[src/rtl/led_mode_ctrl.sv]
// Button front-end for the 8-LED chaser: sync, debounce, mode toggle, change pulse, step divider.
// Optional long-press clear is enabled by defining LED_MODE_LONGPRESS_EN.
module led_mode_ctrl #(
`ifdef LED_MODE_LONGPRESS_EN
    parameter int LONG_CNT = 32,
`endif
    parameter int DB_CNT   = 4,
    parameter int STEP_DIV = 8,
    parameter int CW       = 16
) (
    input  logic ck,
    input  logic rs,
    input  logic btn,
    output logic s,
    output logic step,
`ifdef LED_MODE_LONGPRESS_EN
    output logic clr,
`endif
    output logic chg
);

    localparam logic [CW-1:0] DB_TC  = CW'(DB_CNT - 1);
    localparam logic [CW-1:0] DIV_TC = CW'(STEP_DIV - 1);

    logic          sync1_q, sync2_q;
    logic          db_q, db_d;
    logic [CW-1:0] dcnt_q, dcnt_d;
    logic [CW-1:0] div_q, div_d;
    logic          s_q, s_d;
    logic          step_q, step_d;
    logic          chg_q, chg_d;
    logic          rise;

`ifdef LED_MODE_LONGPRESS_EN
    localparam logic [CW-1:0] LONG_TC = CW'(LONG_CNT - 1);
    logic [CW-1:0] lcnt_q, lcnt_d;
    logic          clr_q, clr_d;
`endif

    always_comb begin
        db_d   = db_q;
        dcnt_d = dcnt_q;
        rise   = 1'b0;
        if (sync2_q == db_q) begin
            dcnt_d = '0;
        end else if (dcnt_q == DB_TC) begin
            db_d   = sync2_q;
            dcnt_d = '0;
            rise   = sync2_q;
        end else begin
            dcnt_d = dcnt_q + 1'b1;
        end

        s_d   = s_q;
        chg_d = 1'b0;
        if (rise) begin
            s_d   = ~s_q;
            chg_d = 1'b1;
        end

`ifdef LED_MODE_LONGPRESS_EN
        // lcnt parks one past the terminal count so a long hold clears only once
        lcnt_d = lcnt_q;
        clr_d  = 1'b0;
        if (!db_q) begin
            lcnt_d = '0;
        end else if (lcnt_q == LONG_TC) begin
            lcnt_d = lcnt_q + 1'b1;
            clr_d  = 1'b1;
            s_d    = 1'b0;
            chg_d  = s_q;
        end else if (lcnt_q < LONG_TC) begin
            lcnt_d = lcnt_q + 1'b1;
        end
`endif

        // a mode change restarts the step phase and suppresses a coincident step
        if (chg_d) begin
            div_d  = '0;
            step_d = 1'b0;
        end else begin
            step_d = (div_q == DIV_TC);
            div_d  = (div_q == DIV_TC) ? '0 : div_q + 1'b1;
        end
    end

    always_ff @(posedge ck) begin
        if (rs) begin
            sync1_q <= 1'b0;
            sync2_q <= 1'b0;
            db_q    <= 1'b0;
            dcnt_q  <= '0;
            div_q   <= '0;
            s_q     <= 1'b0;
            step_q  <= 1'b0;
            chg_q   <= 1'b0;
        end else begin
            sync1_q <= btn;
            sync2_q <= sync1_q;
            db_q    <= db_d;
            dcnt_q  <= dcnt_d;
            div_q   <= div_d;
            s_q     <= s_d;
            step_q  <= step_d;
            chg_q   <= chg_d;
        end
    end

`ifdef LED_MODE_LONGPRESS_EN
    always_ff @(posedge ck) begin
        if (rs) begin
            lcnt_q <= '0;
            clr_q  <= 1'b0;
        end else begin
            lcnt_q <= lcnt_d;
            clr_q  <= clr_d;
        end
    end

    assign clr = clr_q;
`endif

    assign s    = s_q;
    assign step = step_q;
    assign chg  = chg_q;

endmodule

[config.mk]
export PLATFORM = sky130hd
export DESIGN_NAME = led_mode_ctrl
export DESIGN_NICKNAME = d
export VERILOG_FILES = /design/src/rtl/led_mode_ctrl.sv
export SDC_FILE = /design/constraint.sdc
export NUM_CORES = 1
export LEC_CHECK = 0
export CAP_MARGIN = 20
export CORE_MARGIN = 5
export CORE_UTILIZATION = 50
export CTS_CLUSTER_DIAMETER = 80
export CTS_CLUSTER_SIZE = 16
export DETAILED_ROUTE_END_ITERATION = 10
export MAX_ROUTING_LAYER = met4
export PLACE_DENSITY = 0.74
export SYNTH_ARGS = -nofsm -noshare
export SYNTH_HDL_FRONTEND = slang
export SYNTH_SLANG_ARGS = --single-unit
export TNS_END_PERCENT = 20
[constraint.sdc]
create_clock -name ck -period 1.48 [get_ports ck]
set_input_delay 0.296 -clock ck [delete_from_list [all_inputs] [get_ports ck]]
set_output_delay 0.296 -clock ck [all_outputs]
set_load 0.05 [all_outputs]
### Selected gate families, run 1

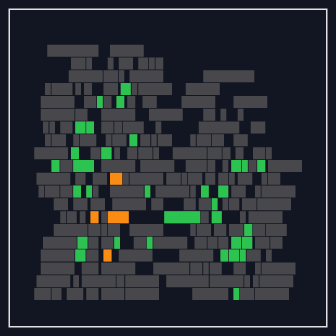
family	color	cells
inverting AOI/OAI gates	orange	4
NAND gates	green	32

### Cell placement, run 1

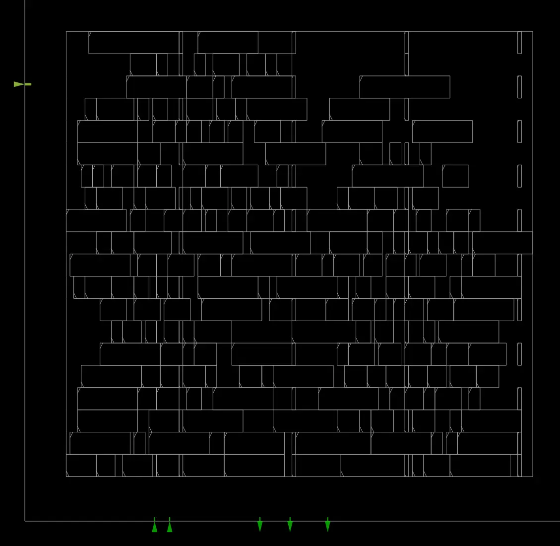
Flop Count: 38
share of the final layout cell area in sequential cells: 36.7%
area of the core: 3100 sq um
Layout fillers: 266
placement row count: 20

### Placed cells, one color a class, run 1

Scale bar: 20 microns.
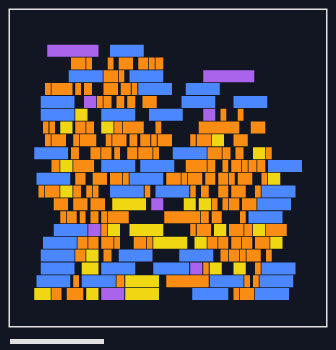
class	color	cells	share of their area
other buffers and delay cells	yellow	26	13%
flip-flops	blue	38	38%
all other logic	orange	140	44%
clock drivers and dummy loads	purple	8	5.5%

==> qor.rpt, run 1 <==
========================================================================================================
Result of the run                                                                           complete, but fails checks
Failing checks                                                                              setup timing
Number of warning messages in the logs                                                                29
Combinational group share of total power                                                            3.5%
Clock network area share                                                                           5.35%
Resize count post-CTS                                                                                  1
Remaining number of nets flagged by the antenna check after routing                                    0
PnR worst setup slack                                                                         -0.0470 ns
Crit Path Max Fanout                                                                                  14
Number of endpoints with negative hold slack in the final report                                       0
Placed Instances                                                                                     248
DRC errors left                                                                                        0
Total clock network power                                                                       0.933 mW
CTS sink cnt                                                                                          38
Die footprint                                                                                 4510 sq um
Area share of the leading cell type in the synthesized netlist                                     46.6%
Beginning of the critical path                                                                 dcnt_q[1]
Proportion of total power due to net switching                                                     19.6%
Area fraction in compound gates after synthesis                                                    1.84%
Flip-flops with a built-in enable                                                                      0
Final setup violating endpoints                                                                       15
Register bit total from synthesis                                                                     38
Number of buffers inserted by hold repair at cts                                                       0
HPWL after detailed placement                                                               2360 microns
Average footprint of a synthesized cell                                                       9.01 sq um
R2R setup slack                                                                                 -0.05 ns
Overall die height                                                                          67.1 microns
Multi-input gate share of total cell area                                                          41.6%
Leading cell types by total area after synthesis                                            sky130_fd_sc_hd__dfxtp_1 47%, sky130_fd_sc_hd__xnor2_1 11%, sky130_fd_sc_hd__nor2_1 8.5%, sky130_fd_sc_hd__xor2_1 4.3%, sky130_fd_sc_hd__nand4_1 3.5%
Met3 Routed Length                                                                           127 microns
Destination of the critical timing path                                                         div_q[5]
Clock root buffer                                                                           sky130_fd_sc_hd__clkbuf_4
Share of the yosys chip area belonging to registers                                                46.6%
Top flop regs                                                                               dcnt_q (16), div_q (16)
Pins Over Slew Limit                                                                                   0
Post-CTS clock slew at the launch and capture registers of the worst setup and hold paths        0.12 ns
Setup TNS                                                                                      -0.540 ns
Crit path largest cell delay                                                                     0.37 ns
Gr ovfl total                                                                                          0
Clock tree from TritonCTS                                                                          built
Hold Slack                                                                                      0.470 ns
Total number of vias                                                                                1328
========================================================================================================
==> run 2: changes to the inputs <==
--- a/config.mk
+++ b/config.mk
@@ -9,7 +9,7 @@
 export CORE_MARGIN = 5
 export CORE_UTILIZATION = 50
 export CTS_CLUSTER_DIAMETER = 80
-export CTS_CLUSTER_SIZE = 16
+export CTS_CLUSTER_SIZE = 8
 export DETAILED_ROUTE_END_ITERATION = 10
 export MAX_ROUTING_LAYER = met4
 export PLACE_DENSITY = 0.74
==> run 2 against run 1 <==
The run still ends with setup timing left; worst setup slack unchanged; sequential share of layout area unchanged; largest cell class unchanged; largest power group unchanged; sequential cell count did not move; hold slack is the same; clock power about the same.
==> qor.rpt, run 2 <==
========================================================================================================
Post-CTS clock slew at the launch and capture registers of the worst setup and hold paths        0.12 ns   about the same
Overall die height                                                                          67.1 microns   unchanged
Pins Over Slew Limit                                                                                   0   unchanged
Met3 Routed Length                                                                           127 microns   unchanged
Internal power consumption                                                                       1.64 mW   unchanged
R2R setup slack                                                                                 -0.05 ns   about the same
Top layer used by detailed routing                                                                  met4   unchanged
Share of the yosys chip area belonging to registers                                                46.6%   unchanged
Top flop regs                                                                               dcnt_q (16), div_q (16)   unchanged
Area of the core                                                                              3100 sq um   unchanged
PnR worst setup slack                                                                         -0.0470 ns   unchanged
Total clock network power                                                                       0.933 mW   about the same
Unrepaired setup endpoints after global routing                                                     true   unchanged
CTS sink cnt                                                                                          38   unchanged
DRC errors left                                                                                        0   unchanged
Resize count post-CTS                                                                                  1   unchanged
Die footprint                                                                                 4510 sq um   unchanged
Gr ovfl total                                                                                          0   unchanged
Static leakage                                                                                  0.711 nW   unchanged
Remaining number of nets flagged by the antenna check after routing                                    0   unchanged
Layout fillers                                                                                       266   unchanged
Register bit total from synthesis                                                                     38   unchanged
Combinational group share of total power                                                            3.5%   about the same
Setup TNS                                                                                      -0.540 ns   unchanged
Flip-flops with a built-in enable                                                                      0   unchanged
Total number of vias                                                                                1328   unchanged
Share of the final layout cell area in sequential cells                                            36.7%   unchanged
Clock tree from TritonCTS                                                                          built   unchanged
Flop Count                                                                                            38   unchanged
HPWL after detailed placement                                                               2360 microns   unchanged
Proportion of total power due to net switching                                                     19.6%   unchanged
Destination of the critical timing path                                                         div_q[5]   unchanged
Number of buffers inserted by hold repair at cts                                                       0   unchanged
Beginning of the critical path                                                                 dcnt_q[1]   unchanged
Placed Instances                                                                                     248   unchanged
Area fraction in compound gates after synthesis                                                    1.84%   unchanged
Failing checks                                                                              setup timing   unchanged
Leading cell types by total area after synthesis                                            sky130_fd_sc_hd__dfxtp_1 47%, sky130_fd_sc_hd__xnor2_1 11%, sky130_fd_sc_hd__nor2_1 8.5%, sky130_fd_sc_hd__xor2_1 4.3%, sky130_fd_sc_hd__nand4_1 3.5%   unchanged
Area share of the leading cell type in the synthesized netlist                                     46.6%   unchanged
Clock network area share                                                                           5.35%   unchanged
Result of the run                                                                           complete, but fails checks   unchanged
Final setup violating endpoints                                                                       15   unchanged
Hold Slack                                                                                      0.470 ns   unchanged
Clock root buffer                                                                           sky130_fd_sc_hd__clkbuf_4   unchanged
========================================================================================================
### Selected gate families, run 2

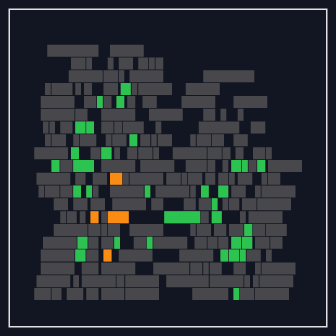
multi-input gate share of total cell area: 41.6%
non-filler cells in the finished layout: 256

Power is estimated from default activity; no workload was simulated.
